$ cat src/rtl/aoc_fmt_pkg.sv
// Shared definitions for the result formatter.
// Contents:
//   IDLE..NEWLINE  FSM state encodings
//   CHAR_ZERO      ASCII '0'
//   CHAR_NL        ASCII line feed
//   add3           double-dabble digit correction (4-bit, no carry out)
package aoc_fmt_pkg;

  localparam logic [2:0] IDLE    = 3'd0;
  localparam logic [2:0] CONVERT = 3'd1;
  localparam logic [2:0] SKIP    = 3'd2;
  localparam logic [2:0] EMIT    = 3'd3;
  localparam logic [2:0] NEWLINE = 3'd4;

  localparam logic [7:0] CHAR_ZERO = 8'h30;
  localparam logic [7:0] CHAR_NL   = 8'h0A;

  // A digit of 5 or more becomes >= 10 after the next doubling, so it is
  // pre-corrected by 3. The result always fits in 4 bits.
  function automatic logic [3:0] add3(input logic [3:0] d);
    return (d >= 4'd5) ? (d + 4'd3) : d;
  endfunction

endpackage

$ cat src/rtl/bin2bcd_step.sv
// One double-dabble iteration: add-3 correction on every BCD digit, then a
// left shift of the BCD register with the binary MSB shifted in.
// Ports:
//   bcd      in   4*MAX_DIGITS  current BCD accumulator
//   bin_msb  in   1             MSB of the binary shift register
//   bcd_next out  4*MAX_DIGITS  corrected and shifted accumulator
module bin2bcd_step
  import aoc_fmt_pkg::*;
#(
  parameter int MAX_DIGITS = 20
) (
  input  logic [4*MAX_DIGITS-1:0] bcd,
  input  logic                    bin_msb,
  output logic [4*MAX_DIGITS-1:0] bcd_next
);

  logic [4*MAX_DIGITS-1:0] adj;

  always_comb begin
    adj = '0;
    for (int i = 0; i < MAX_DIGITS; i++) begin
      adj[4*i +: 4] = add3(bcd[4*i +: 4]);
    end
  end

  assign bcd_next = {adj[4*MAX_DIGITS-2:0], bin_msb};

endmodule

$ cat src/rtl/result_dec_ascii_tx.sv
// Captures a binary result on the rising edge of result_valid, converts it
// to decimal by serial double-dabble and streams the digits as ASCII bytes
// (most significant first, leading zeros suppressed), optionally followed
// by a line feed, over a valid/ready byte interface.
// Ports:
//   clk          in   clock
//   rst_n        in   synchronous active-low reset
//   result_in    in   binary value from solver (WIDTH bits)
//   result_valid in   level valid from solver; rising edge starts a stream
//   char_out     out  ASCII byte
//   char_valid   out  char_out holds a byte
//   char_ready   in   consumer accepts when char_valid && char_ready
//   busy         out  high whenever the FSM is not IDLE
//   done         out  high in the cycle the final byte is accepted
//   overrun      out  sticky: a trigger arrived while busy
module result_dec_ascii_tx
  import aoc_fmt_pkg::*;
#(
  parameter int WIDTH        = 64,
  parameter int MAX_DIGITS   = 20,
  parameter bit EMIT_NEWLINE = 1'b1
) (
  input  logic             clk,
  input  logic             rst_n,
  input  logic [WIDTH-1:0] result_in,
  input  logic             result_valid,
  output logic [7:0]       char_out,
  output logic             char_valid,
  input  logic             char_ready,
  output logic             busy,
  output logic             done,
  output logic             overrun
);

  localparam int BCD_W = 4 * MAX_DIGITS;
  localparam int CNT_W = $clog2(WIDTH + 1);
  localparam int IDX_W = $clog2(MAX_DIGITS);
  // ceil(WIDTH * log10(2)) in integer arithmetic
  localparam int DIGITS_NEEDED = (WIDTH * 30103 + 99999) / 100000;

  localparam logic [CNT_W-1:0] CNT_LAST = CNT_W'(WIDTH - 1);
  localparam logic [IDX_W-1:0] IDX_TOP  = IDX_W'(MAX_DIGITS - 1);

  if (MAX_DIGITS < DIGITS_NEEDED) begin : g_bad_digits
    $error("result_dec_ascii_tx: MAX_DIGITS too small for WIDTH");
  end

  logic [2:0]       state;
  logic             valid_q;
  logic [WIDTH-1:0] bin;
  logic [BCD_W-1:0] bcd;
  logic [BCD_W-1:0] bcd_next;
  logic [CNT_W-1:0] cnt;
  logic [IDX_W-1:0] idx;
  logic [IDX_W-1:0] idx_dn;
  logic [3:0]       cur_nib;
  logic [3:0]       next_nib;
  logic             trigger;

  assign trigger  = result_valid & ~valid_q;
  assign busy     = (state != IDLE);
  assign idx_dn   = idx - 1'b1;
  assign cur_nib  = 4'(bcd >> {idx, 2'b00});
  assign next_nib = 4'(bcd >> {idx_dn, 2'b00});

  // done is tied to the handshake itself so it coincides with acceptance
  // of the last byte rather than trailing it by a cycle.
  assign done = char_valid && char_ready &&
                ((state == NEWLINE) ||
                 ((state == EMIT) && (idx == '0) && !EMIT_NEWLINE));

  bin2bcd_step #(
    .MAX_DIGITS (MAX_DIGITS)
  ) u_step (
    .bcd      (bcd),
    .bin_msb  (bin[WIDTH-1]),
    .bcd_next (bcd_next)
  );

  always_ff @(posedge clk) begin
    if (!rst_n) begin
      state      <= IDLE;
      char_out   <= '0;
      char_valid <= 1'b0;
      overrun    <= 1'b0;
      valid_q    <= 1'b0;
    end else begin
      valid_q <= result_valid;
      if (trigger && (state != IDLE)) begin
        overrun <= 1'b1;
      end
      case (state)
        IDLE: begin
          if (trigger) begin
            bin   <= result_in;
            bcd   <= '0;
            cnt   <= '0;
            state <= CONVERT;
          end
        end
        // conversion: one shift-add-3 per cycle, WIDTH cycles
        CONVERT: begin
          bcd <= bcd_next;
          bin <= {bin[WIDTH-2:0], 1'b0};
          cnt <= cnt + 1'b1;
          if (cnt == CNT_LAST) begin
            idx   <= IDX_TOP;
            state <= SKIP;
          end
        end
        // leading-zero suppression; digit 0 is always printed
        SKIP: begin
          if ((idx != '0) && (cur_nib == 4'd0)) begin
            idx <= idx_dn;
          end else begin
            char_out   <= CHAR_ZERO + {4'h0, cur_nib};
            char_valid <= 1'b1;
            state      <= EMIT;
          end
        end
        // digit output; next digit is loaded on the handshake so there is
        // no bubble between consecutive bytes
        EMIT: begin
          if (char_ready) begin
            if (idx != '0) begin
              idx      <= idx_dn;
              char_out <= CHAR_ZERO + {4'h0, next_nib};
            end else if (EMIT_NEWLINE) begin
              char_out <= CHAR_NL;
              state    <= NEWLINE;
            end else begin
              char_valid <= 1'b0;
              state      <= IDLE;
            end
          end
        end
        NEWLINE: begin
          if (char_ready) begin
            char_valid <= 1'b0;
            state      <= IDLE;
          end
        end
        default: begin
          char_valid <= 1'b0;
          state      <= IDLE;
        end
      endcase
    end
  end

endmodule

$ cat config.mk
export PLATFORM = sky130hd
export DESIGN_NAME = result_dec_ascii_tx
export DESIGN_NICKNAME = d
export VERILOG_FILES = /design/src/rtl/aoc_fmt_pkg.sv /design/src/rtl/bin2bcd_step.sv /design/src/rtl/result_dec_ascii_tx.sv
export SDC_FILE = /design/constraint.sdc
export NUM_CORES = 1
export LEC_CHECK = 0
export CAP_MARGIN = 25
export CORE_MARGIN = 2
export CORE_UTILIZATION = 25
export CTS_CLUSTER_SIZE = 40
export DETAILED_ROUTE_END_ITERATION = 10
export SYNTH_ARGS = -nofsm -noshare
export SYNTH_HDL_FRONTEND = slang
export SYNTH_SLANG_ARGS = --single-unit
$ cat constraint.sdc
create_clock -name clk -period 31.5 [get_ports clk]
set_clock_uncertainty 0.1 [all_clocks]
set_input_delay 6.3 -clock clk [delete_from_list [all_inputs] [get_ports clk]]
set_output_delay 6.3 -clock clk [all_outputs]
set_load 0.01 [all_outputs]
Figure 1. Met4 routing (run 1).
The bar under the picture is 50 µm long.
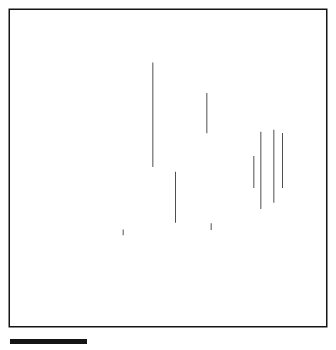
The longest straight run is 67.3 µm. 5 nets have wire on it. The wires run mostly vertical. The layer holds 1.3% of the routed length.
via count: 7390
total length of routed wires: 21700 µm

Figure 2. Logic cells by family (run 1).
The bar under the picture is 50 µm long.
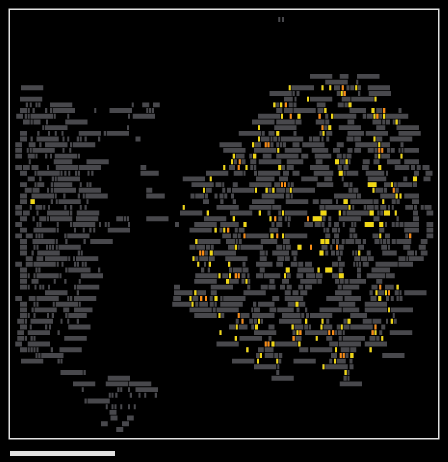
Key: nor cells = yellow [cells 135, most used nor2_1]; inv cells = orange [cells 45, most used inv_1]
Comb area share: 39.8%
Post-Layout Cell Count: 1608
most common cell after layout, fill and taps aside: sky130_fd_sc_hd__nand2_1

==> tab_implementation.tex, run 1 <==
% Auto-generated results table
\begin{tabular}{lr}
\hline
Metric & Value \\
\hline
\multicolumn{2}{l}{\textbf{Final timing}} \\
Accumulated negative setup slack & 0 ns \\
Setup repair after global routing missed its margin & no \\
Shortest period the worst path allows & 14.07 ns \\
Slack of the critical path & 17.43 ns \\
Tightest slew margin relative to the limit & 32.6\% \\
Number of endpoints failing setup at the final stage & 0 \\
Cycle use final & 44.7\% \\
Maximum clock rate & 0.0711 GHz \\
\multicolumn{2}{l}{\textbf{Yosys}} \\
Number of flops mapped to enable cells by yosys & 156 \\
Synth Area per Inst & 9.89 µm² \\
Number of cells in the yosys synthesis report & 1015 \\
Dominant register cell in the synthesized netlist & sky130\_fd\_sc\_hd\_\_edfxtp\_1 \\
Async set-reset flop share out of synthesis & 0\% \\
Warnings from Yosys & 0 \\
Flip-flop and latch count after synthesis & 167 \\
\multicolumn{2}{l}{\textbf{Job}} \\
Number of maximum-capacitance violations & 0 \\
\multicolumn{2}{l}{\textbf{Clock network}} \\
Post-cts hold-fix buffer tally & 0 \\
Clock transition at the register clock pins on the worst setup and hold paths after CTS & 0.07 ns \\
Buffers inserted during post-CTS setup optimization & 0 \\
Maximum count of clock buffers along a single path & 2 \\
Clock tree from TritonCTS & yes \\
Clk sinks & 167 \\
\multicolumn{2}{l}{\textbf{Routing}} \\
Via density & 4.60 \\
Number of detailed-route iterations in the first pass & 5 \\
Antenna violation net count after detailed routing & 0 \\
Drc violations & 0 \\
\multicolumn{2}{l}{\textbf{Placed design}} \\
Final HPWL DP & 14500 µm \\
Placer's final routability congestion estimate & 0.819 \\
Number of I/O port buffers & 77 \\
Area after DPL & 0.0113 mm² \\
\multicolumn{2}{l}{\textbf{Outcome}} \\
Result of the run & finished, final reports clean \\
\multicolumn{2}{l}{\textbf{Cells and area}} \\
Proportion of layout cells with a drive suffix above 1 & 6.93\% \\
Fillers & 4148 \\
\multicolumn{2}{l}{\textbf{Setup path}} \\
Data arrival time of the critical path & 7.67 ns \\
Maximum fanout count along the critical path & 8 \\
CP startpoint kind & primary input \\
Origin of the worst setup path & char\_ready \\
Reg2reg start & idx[0]\$\_SDFFCE\_PP1P\_ \\
Crit end category & output pin \\
Worst path required time & 25.10 ns \\
\multicolumn{2}{l}{\textbf{Global routing}} \\
Leftover overflow at the end of global routing & 0 \\
Number of global-route vias before repair & 7124 \\
Initial antenna violation count & 0 \\
\multicolumn{2}{l}{\textbf{Pwr}} \\
Power per Cell Area & 81.4 mW/mm² \\
\multicolumn{2}{l}{\textbf{Floorplanning}} \\
Standard-cell rows & 73 \\
\hline
\end{tabular}
Figure 3. Placed standard cells (run 1).
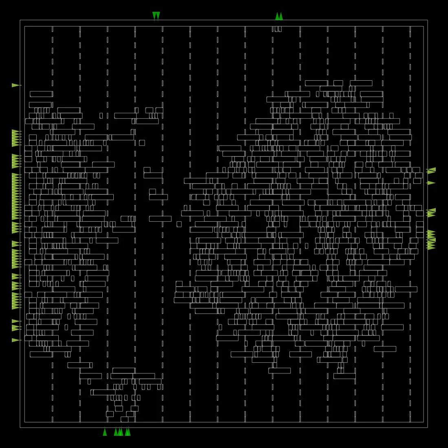
flip-flops: 167
standard cell core area: 0.0397 mm²

Figure 4. Signal wires by layer (run 1).
The bar under the picture is 50 µm long.
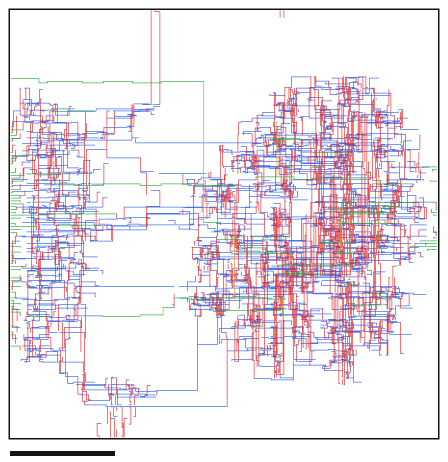
Key: M1 = blue [wire length 10300 µm]; M2 = red [wire length 9970 µm]; M3 = green [wire length 1200 µm]; M4 = orange [wire length 286 µm]
Overall Global Routing Usage: 10.8%
detailed-route wire length per cell: 13.5 µm

-- run 1: routing by layer --
metal	wire length (µm)	vias to the layer above	track usage (%)	share of wire, %
li1	-	3654	-	-
met1	10300	3516	14.6	47
met2	9970	201	16.8	46
met3	1200	19	2.81	5.5
met4	285	0	3.34	1.3
met5	0	-	0	0
-- run 1: area by class of cell --
type                            count  area, µm²  area share, %
Clock buffer                       17        425           3.56
Timing Repair Buffer               83        828           6.93
Multi-Input combinational cell    756       4760           39.8
Inverter                           45        169           1.41
Sequential cell                   167       4900           41.0
Clock inverter                     15        214           1.79
Tap cell                          525        657           5.49
-- run 1: where the power goes --
group          internal (mW)  total (mW)  switching, mW
clock network          0.135       0.234         0.0987
registers              0.340       0.394         0.0546
logic                  0.135       0.345          0.210
total                  0.610       0.973          0.363
-- run 1: worst paths after layout --
kind | end | slack [ns] | cells past startpoint
worst max-delay path | done | 17.43 | 3
worst min register to register | char_out[4]$_SDFFE_PN0P_ | 0.36 | 2
worst max register to register | char_out[3]$_SDFFE_PN0P_ | 27.74 | 9
worst min-delay path | char_out[4]$_SDFFE_PN0P_ | 0.36 | 2
-- run 1: kinds of logic (layout without fill, tap and decap cells) --
family          count (synthesis)  in the layout  share of synthesized area [%]
compound gates                150            150                           8.88
xor+xnor                       46             46                           4.09
fa+ha+maj                      42             42                           5.23
buf+inv                        93            160                           4.04
flops                         167            167                           48.8
mux                            60             60                           9.31
other cells                     1              2                         0.0373
simple gates                  456            456                           19.6
-- run 1: sequential cells by signal (all words and copies together) (netlist names) --
| name | count |
|---|---|
| bcd | 80 |
| char_valid | 1 |
| char_out | 5 |
| overrun | 1 |
| idx | 5 |
| valid_q | 1 |
| bin | 64 |
| state | 3 |
| cnt | 7 |
-- run 1: cells in the mapped netlist (13+ instances only) --
cell type / n / share of area (%)
sky130_fd_sc_hd__a21oi_1: 68 / 3.4
sky130_fd_sc_hd__clkbuf_1: 33 / 1.2
sky130_fd_sc_hd__edfxtp_1: 156 / 47
sky130_fd_sc_hd__ha_1: 42 / 5.2
sky130_fd_sc_hd__inv_1: 45 / 1.7
sky130_fd_sc_hd__mux2i_1: 33 / 3.3
sky130_fd_sc_hd__mux4_2: 24 / 5.4
sky130_fd_sc_hd__nand2_1: 260 / 9.7
sky130_fd_sc_hd__nand2b_1: 22 / 1.4
sky130_fd_sc_hd__nand3_1: 13 / 0.65
sky130_fd_sc_hd__nor2_1: 97 / 3.6
sky130_fd_sc_hd__nor3_1: 19 / 0.95
sky130_fd_sc_hd__o21ai_0: 32 / 1.6
sky130_fd_sc_hd__xnor2_1: 23 / 2.0
sky130_fd_sc_hd__xor2_1: 22 / 1.9
-- run 1: critical path: stages --
cell and delay [ns]:
sky130_fd_sc_hd__clkdlybuf4s50_1 0.61, sky130_fd_sc_hd__and4_1 0.23, sky130_fd_sc_hd__clkdlybuf4s50_1 0.53
-- run 1: per-stage QoR --
stage,instances,hold slack (ns)
floorplan,1016,0.380
global placement,1576,0.348
detailed placement,1576,0.352
CTS,1608,0.366
global route,1608,0.387
finish,1608,0.361
==> run 1 -> run 2 <==
==> constraint.sdc (replaced) <==
create_clock -name clk -period 12.6 [get_ports clk]
set_clock_uncertainty 0.1 [all_clocks]
set_input_delay 2.52 -clock clk [delete_from_list [all_inputs] [get_ports clk]]
set_output_delay 2.52 -clock clk [all_outputs]
set_load 0.01 [all_outputs]
Figure 5. Cells colored by class (run 2).
The bar under the picture is 50 µm long. Fill, decap, tap and diode cells in gray.
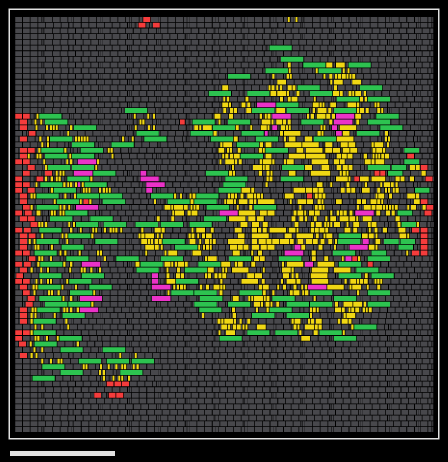
Key: registers = green [cells 167]; remaining logic cells = yellow [cells 801]; clock drivers and dummy loads = magenta [cells 32]; remaining buffers and delay cells = red [cells 85]
sequential share of cell area: 41.2%
standard-cell rows: 73
Finished Cell Area: 0.0119 mm²
Post-Route Utilization: 30.0%

==> tab_implementation.tex, run 2 <==
% Auto-generated results table
\begin{tabular}{lr}
\hline
Metric & Value \\
\hline
\multicolumn{2}{l}{\textbf{Placed design}} \\
Area after DPL & 0.0113 mm² \\
Final HPWL DP & 15300 µm \\
Placer's final routability congestion estimate & 0.860 \\
Number of I/O port buffers & 77 \\
\multicolumn{2}{l}{\textbf{Setup path}} \\
Maximum fanout count along the critical path & 8 \\
Total buffers and inverters traversed by the critical path & 2 \\
Delay of the slowest cell on the worst path & 0.60 ns \\
Crit end category & output pin \\
Data arrival time of the critical path & 3.88 ns \\
Critical Path, Cell by Cell & clkdlybuf4s50\_1, and4\_1, clkdlybuf4s50\_1 \\
Largest delay share family, worst path & buffers and inverters \\
Cell repeated most along the worst path & sky130\_fd\_sc\_hd\_\_clkdlybuf4s50\_1 \\
Reg2reg start & idx[0]\$\_SDFFCE\_PP1P\_ \\
Worst path required time & 9.98 ns \\
Critical-path top delay cell & sky130\_fd\_sc\_hd\_\_clkdlybuf4s50\_1 \\
\multicolumn{2}{l}{\textbf{Cells and area}} \\
Most flop-heavy register & bcd \\
Flip-flop count of the largest register after layout & 80 \\
Biggest registers after layout & bcd: 80 flops, bin: 64 flops, cnt: 7 flops \\
Proportion of layout cells with a drive suffix above 1 & 7.10\% \\
\multicolumn{2}{l}{\textbf{Final timing}} \\
Cycle use final & 51.6\% \\
Setup repair after global routing missed its margin & no \\
Maximum clock rate & 0.154 GHz \\
Number of endpoints failing setup at the final stage & 0 \\
Shortest period the worst path allows & 6.50 ns \\
Accumulated negative setup slack & 0 ns \\
Tightest slew margin relative to the limit & 34.8\% \\
\multicolumn{2}{l}{\textbf{Clock network}} \\
Maximum count of clock buffers along a single path & 2 \\
Buffers inserted during post-CTS setup optimization & 0 \\
Clock tree from TritonCTS & yes \\
Clk sinks & 167 \\
\multicolumn{2}{l}{\textbf{Yosys}} \\
Top cells by area in the synthesized netlist & sky130\_fd\_sc\_hd\_\_edfxtp\_1, sky130\_fd\_sc\_hd\_\_nand2\_1, sky130\_fd\_sc\_hd\_\_mux4\_2 \\
Post-synthesis share of cell area spent on and, or, nand and nor gates & 19.6\% \\
Parity-gate share of the synthesized area counting xor and xnor cells & 4.09\% \\
Leading cell types by count after synthesis & sky130\_fd\_sc\_hd\_\_nand2\_1, sky130\_fd\_sc\_hd\_\_edfxtp\_1, sky130\_fd\_sc\_hd\_\_nor2\_1, sky130\_fd\_sc\_hd\_\_a21oi\_1, sky130\_fd\_sc\_hd\_\_inv\_1 \\
Async set-reset flop share out of synthesis & 0\% \\
Cell type with the highest aggregate area in the netlist & sky130\_fd\_sc\_hd\_\_edfxtp\_1 \\
Top-area cell type share of the netlist area & 46.6\% \\
Post-synth mux share & 9.31\% \\
Flip-flop and latch count after synthesis & 167 \\
Count leader, synth & sky130\_fd\_sc\_hd\_\_nand2\_1 \\
Synth Area per Inst & 9.89 µm² \\
Warnings from Yosys & 0 \\
\multicolumn{2}{l}{\textbf{Job}} \\
Number of maximum-capacitance violations & 0 \\
\multicolumn{2}{l}{\textbf{Routing}} \\
Via density & 4.57 \\
Detailed-route wire length per cell & 13.8 µm \\
Total length of routed wires & 22200 µm \\
Via count & 7351 \\
Antenna violation net count after detailed routing & 0 \\
\multicolumn{2}{l}{\textbf{Global routing}} \\
Leftover overflow at the end of global routing & 0 \\
Number of global-route vias before repair & 6981 \\
Initial antenna violation count & 0 \\
\multicolumn{2}{l}{\textbf{Floorplanning}} \\
Standard cell core area & 0.0397 mm² \\
\multicolumn{2}{l}{\textbf{Outcome}} \\
Result of the run & finished, final reports clean \\
\hline
\end{tabular}
==> run 2: cell counts after synthesis <==
No cell type changed its count.
==> run 2: worst paths after layout <==
| check | endpoint | cells after the start |
|---|---|---|
| hold reg to reg | char_out[0]$_SDFFE_PN0P_ | 2 |
| setup / recovery | done | 3 |
| hold / removal | char_out[0]$_SDFFE_PN0P_ | 2 |
| setup reg to reg | char_out[3]$_SDFFE_PN0P_ | 9 |
==> run 2: logic make-up after synthesis <==
family | count (synthesis)
simple gates | 456
flops | 167
compound gates | 150
buf+inv | 93
mux | 60
xor+xnor | 46
fa+ha+maj | 42
other cells | 1
==> run 2: layout make-up <==
| type | count | area [µm²] |
|---|---|---|
| fillers | 4115 | 27800 |
| flip-flops and latches | 167 | 4900 |
| multi-input cells | 756 | 4760 |
| repair buffers | 85 | 831 |
| well taps | 525 | 657 |
| clock buffers | 17 | 425 |
| inverters | 45 | 169 |
| clock inverters | 15 | 165 |
==> run 2: routing by layer <==
metal | track usage [%] | part of all wire (%) | up-vias
met1 | 15.3 | 48 | 3462
met5 | 0 | 0 | -
li1 | - | - | 3654
met2 | 16.5 | 44 | 212
met4 | 4.09 | 1.7 | 0
met3 | 2.22 | 5.8 | 23
==> run 2: power by group <==
group          internal [mW]  leakage, nW  switching, mW  total (mW)
clock                  0.296        0.285          0.243       0.539
combinational          0.338         2.71          0.525       0.863
sequential             0.848         1.57          0.139       0.987
total                   1.48         4.56          0.907        2.39
==> run 2: worst reg2reg max path, stage by stage, from the launching register on <==
cell	delay, ns
sky130_fd_sc_hd__edfxtp_1	0.33
sky130_fd_sc_hd__buf_4	0.51
sky130_fd_sc_hd__inv_1	0.26
sky130_fd_sc_hd__ha_1	1.01
sky130_fd_sc_hd__mux4_2	0.46
sky130_fd_sc_hd__a211o_1	0.34
sky130_fd_sc_hd__o211ai_1	0.10
sky130_fd_sc_hd__a211oi_1	0.08
sky130_fd_sc_hd__a211oi_1	0.36
sky130_fd_sc_hd__o221ai_1	0.17
==> run 2: per-stage QoR <==
| step | utilization [%] | setup slack [ns] | instances | hold WS [ns] |
|---|---|---|---|---|
| after detailed placement | 28.5 | 6.10 | 1578 | 0.356 |
| after global routing | 30.0 | 6.03 | 1610 | 0.398 |
| final | 30.0 | 6.10 | 1610 | 0.361 |
| after global placement | 28.5 | 6.09 | 1578 | 0.352 |
| after CTS | 30.0 | 6.10 | 1610 | 0.366 |
| after floorplan | - | 1.65 | 1016 | 0.380 |
Power figures rest on the tool's default switching activity, not on a simulated workload.
